<file path="config.mk">
export PLATFORM = sky130hd
export DESIGN_NAME = logic_gate_pipe
export DESIGN_NICKNAME = d
export VERILOG_FILES = /design/src/rtl/logic_pkg.sv /design/src/rtl/logic_reduce.sv /design/src/rtl/logic_gate_pipe.sv
export SDC_FILE = /design/constraint.sdc
export NUM_CORES = 1
export LEC_CHECK = 0
export ABC_CLOCK_PERIOD_IN_PS = 2400
export CAP_MARGIN = 25
export CORE_UTILIZATION = 39
export CTS_CLUSTER_SIZE = 8
export DETAILED_ROUTE_END_ITERATION = 12
export PLACE_DENSITY = 0.69
export RECOVER_POWER = 50
export SLEW_MARGIN = 10
export SYNTH_ARGS = -nofsm -noshare
export SYNTH_HDL_FRONTEND = slang
export SYNTH_SLANG_ARGS = --single-unit
</file>
<file path="constraint.sdc">
create_clock -name Clk -period 2.4 [get_ports Clk]
set_input_delay 0.36 -clock Clk [delete_from_list [all_inputs] [get_ports Clk]]
set_output_delay 0.36 -clock Clk [all_outputs]
set_load 0.02 [all_outputs]
</file>
<file path="src/rtl/logic_pkg.sv">
// Shared encodings for the logic_gate_pipe block: reduction modes and FSM states.
package logic_pkg;

    // Bitwise function applied across operands (and across beats when folding).
    typedef enum logic [1:0] {
        MODE_AND  = 2'd0,
        MODE_OR   = 2'd1,
        MODE_XOR  = 2'd2,
        MODE_NAND = 2'd3
    } mode_t;

    // IDLE: next beat starts a new result; ACCUM: folding a multi-beat packet.
    typedef enum logic {
        ST_IDLE  = 1'b0,
        ST_ACCUM = 1'b1
    } state_t;

endpackage

</file>
<file path="src/rtl/logic_reduce.sv">
// Combinational bitwise reduction of NUM_IN operands of WIDTH bits.
// NAND is reduced as AND here; the top applies the inversion once at the end.
module logic_reduce
    import logic_pkg::*;
#(
    parameter int WIDTH  = 8,
    parameter int NUM_IN = 2
) (
    input  logic [NUM_IN*WIDTH-1:0] operands,
    input  logic [1:0]              mode,
    output logic [WIDTH-1:0]        r
);

    logic [NUM_IN-1:0][WIDTH-1:0] ops;
    logic [WIDTH-1:0]             red;

    assign ops = operands;
    assign r   = red;

    // Walk the operand list, folding each one in with the selected function.
    always_comb begin
        red = ops[0];
        for (int k = 1; k < NUM_IN; k++) begin
            case (mode)
                MODE_OR:  red = red | ops[k];
                MODE_XOR: red = red ^ ops[k];
                default:  red = red & ops[k];
            endcase
        end
    end

endmodule

</file>
<file path="src/rtl/logic_gate_pipe.sv">
// Registered, handshaked N-input bitwise gate with optional multi-beat folding.
// One output register; a stalled output back-pressures the whole input side.
module logic_gate_pipe
    import logic_pkg::*;
#(
    parameter int WIDTH  = 8,
    parameter int NUM_IN = 2,
    parameter int CNT_W  = 8
) (
    input  logic                    Clk,
    input  logic                    Rst,
    input  logic                    In_Valid,
    output logic                    In_Ready,
    input  logic [NUM_IN*WIDTH-1:0] In_Data,
    input  logic [1:0]              In_Mode,
    input  logic                    In_Accum,
    input  logic                    In_Last,
    output logic                    Out_Valid,
    input  logic                    Out_Ready,
    output logic [WIDTH-1:0]        Out_Data,
    output logic [CNT_W-1:0]        Out_Count
);

    localparam logic [CNT_W-1:0] CNT_MAX = '1;
    localparam logic [CNT_W-1:0] CNT_ONE = CNT_W'(1);

    state_t           state, state_d;
    logic [1:0]       mode_q, mode_d;
    logic [WIDTH-1:0] acc_q, acc_d;
    logic [CNT_W-1:0] cnt_q, cnt_d;

    logic             accept;
    logic [1:0]       red_mode;
    logic [WIDTH-1:0] red_r;
    logic [WIDTH-1:0] fold;
    logic [CNT_W-1:0] cnt_inc;
    logic             load;
    logic [WIDTH-1:0] ld_data;
    logic [CNT_W-1:0] ld_cnt;

    assign In_Ready = !Out_Valid | Out_Ready;
    assign accept   = In_Valid & In_Ready;

    // Inside a packet the latched mode governs every beat, not the live In_Mode.
    assign red_mode = (state == ST_ACCUM) ? mode_q : In_Mode;

    logic_reduce #(.WIDTH(WIDTH), .NUM_IN(NUM_IN)) u_reduce (
        .operands (In_Data),
        .mode     (red_mode),
        .r        (red_r)
    );

    assign cnt_inc = (cnt_q == CNT_MAX) ? cnt_q : cnt_q + CNT_ONE;

    // Fold the current beat into the running accumulator.
    always_comb begin
        case (mode_q)
            MODE_OR:  fold = acc_q | red_r;
            MODE_XOR: fold = acc_q ^ red_r;
            default:  fold = acc_q & red_r;
        endcase
    end

    // Next-state, accumulator update and output-load decision.
    always_comb begin
        state_d = state;
        mode_d  = mode_q;
        acc_d   = acc_q;
        cnt_d   = cnt_q;
        load    = 1'b0;
        ld_data = '0;
        ld_cnt  = '0;
        case (state)
            ST_IDLE: begin
                if (accept) begin
                    if (In_Accum && !In_Last) begin
                        mode_d  = In_Mode;
                        acc_d   = red_r;
                        cnt_d   = CNT_ONE;
                        state_d = ST_ACCUM;
                    end else begin
                        load    = 1'b1;
                        ld_data = (In_Mode == MODE_NAND) ? ~red_r : red_r;
                        ld_cnt  = CNT_ONE;
                    end
                end
            end
            ST_ACCUM: begin
                if (accept) begin
                    if (In_Last) begin
                        load    = 1'b1;
                        ld_data = (mode_q == MODE_NAND) ? ~fold : fold;
                        ld_cnt  = cnt_inc;
                        acc_d   = '0;
                        cnt_d   = '0;
                        state_d = ST_IDLE;
                    end else begin
                        acc_d = fold;
                        cnt_d = cnt_inc;
                    end
                end
            end
            default: state_d = ST_IDLE;
        endcase
    end

    // FSM and packet accumulator registers; reset drops any partial packet.
    always_ff @(posedge Clk or posedge Rst) begin
        if (Rst) begin
            state  <= ST_IDLE;
            mode_q <= MODE_AND;
            acc_q  <= '0;
            cnt_q  <= '0;
        end else begin
            state  <= state_d;
            mode_q <= mode_d;
            acc_q  <= acc_d;
            cnt_q  <= cnt_d;
        end
    end

    // Output register: a new result wins over a drain in the same cycle.
    always_ff @(posedge Clk or posedge Rst) begin
        if (Rst) begin
            Out_Valid <= 1'b0;
            Out_Data  <= '0;
            Out_Count <= '0;
        end else if (load) begin
            Out_Valid <= 1'b1;
            Out_Data  <= ld_data;
            Out_Count <= ld_cnt;
        end else if (Out_Valid && Out_Ready) begin
            Out_Valid <= 1'b0;
        end
    end

endmodule

</file>
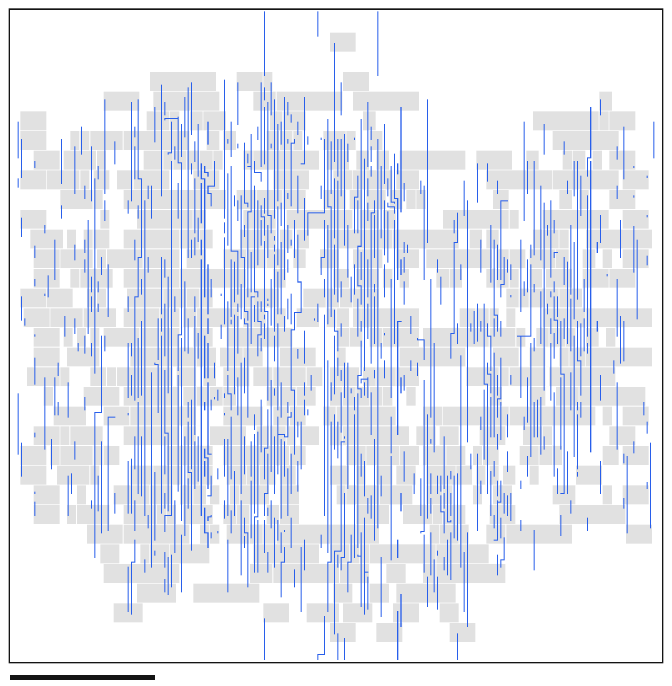
m2.png
The bar under the picture is 20 µm long.
longest straight run = 53.7 µm
main direction = vertical
share of all routed wire = 50%
wire length on this layer = 4070 µm
nets with wire on the layer = 400

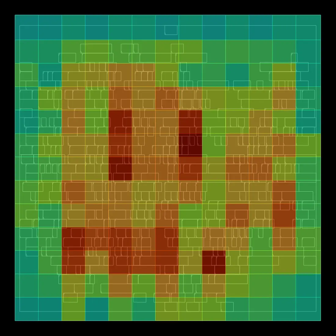
congestion_map.png
GR peak layer: met2
all-layer global routing usage: 0.207
Finished Core Util: 0.569

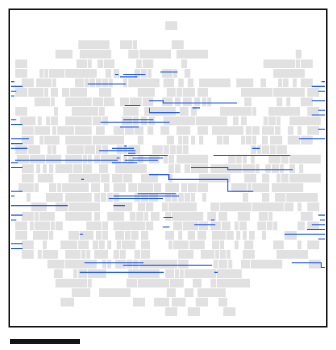
m3.png
The bar under the picture is 20 µm long.
share of all routed wire = 6.2%
main direction = horizontal

==> flow_metrics.env <==
# implementation run metrics
export IMPL_dpl_hpwl_um=5630
export IMPL_cts_root_buf="sky130_fd_sc_hd__clkbuf_8"
export IMPL_floorplan_die_width_um=90.1
export IMPL_netlist_area_leader_share=0.297
export IMPL_dr_max_layer_used="met4"
export IMPL_m1WireLength_um=3490
export IMPL_buffers=76
export IMPL_placeable_core_region_um2=7370
export IMPL_layout_worst_path_cycle_share=0.993
export IMPL_hold_slack_ns=0.478
export IMPL_dominant_power_group="combinational cells"
export IMPL_routabilityCongestion=0.861
export IMPL_cell_occurring_most_often_along_the_worst_timing_path="sky130_fd_sc_hd__ha_4"
export IMPL_maximum_number_of_pins_on_one_net_before_global_route_repair=37
export IMPL_critical_path_slowest_cell="sky130_fd_sc_hd__dfrtp_2"
export IMPL_die_area_um2=8120
export IMPL_comb_power_share=0.664
export IMPL_ys_ff=36
export IMPL_setup_worst_path_class="flop to flop"
export IMPL_final_period_minus_worst_setup_slack_ns=2.38
export IMPL_final_design_area_excluding_fillers_um2=4190
export IMPL_nonClockInverterCount=30
export IMPL_lay_top_cells="49 x sky130_fd_sc_hd__nand2_1, 43 x sky130_fd_sc_hd__a21oi_1, 36 x sky130_fd_sc_hd__clkdlybuf4s50_1"
export IMPL_die_height_um=90.1
export IMPL_buffer_area_frac=0.166
export IMPL_p_int_mw=2.60
export IMPL_status="finished, final reports clean"
export IMPL_portBuffers=41
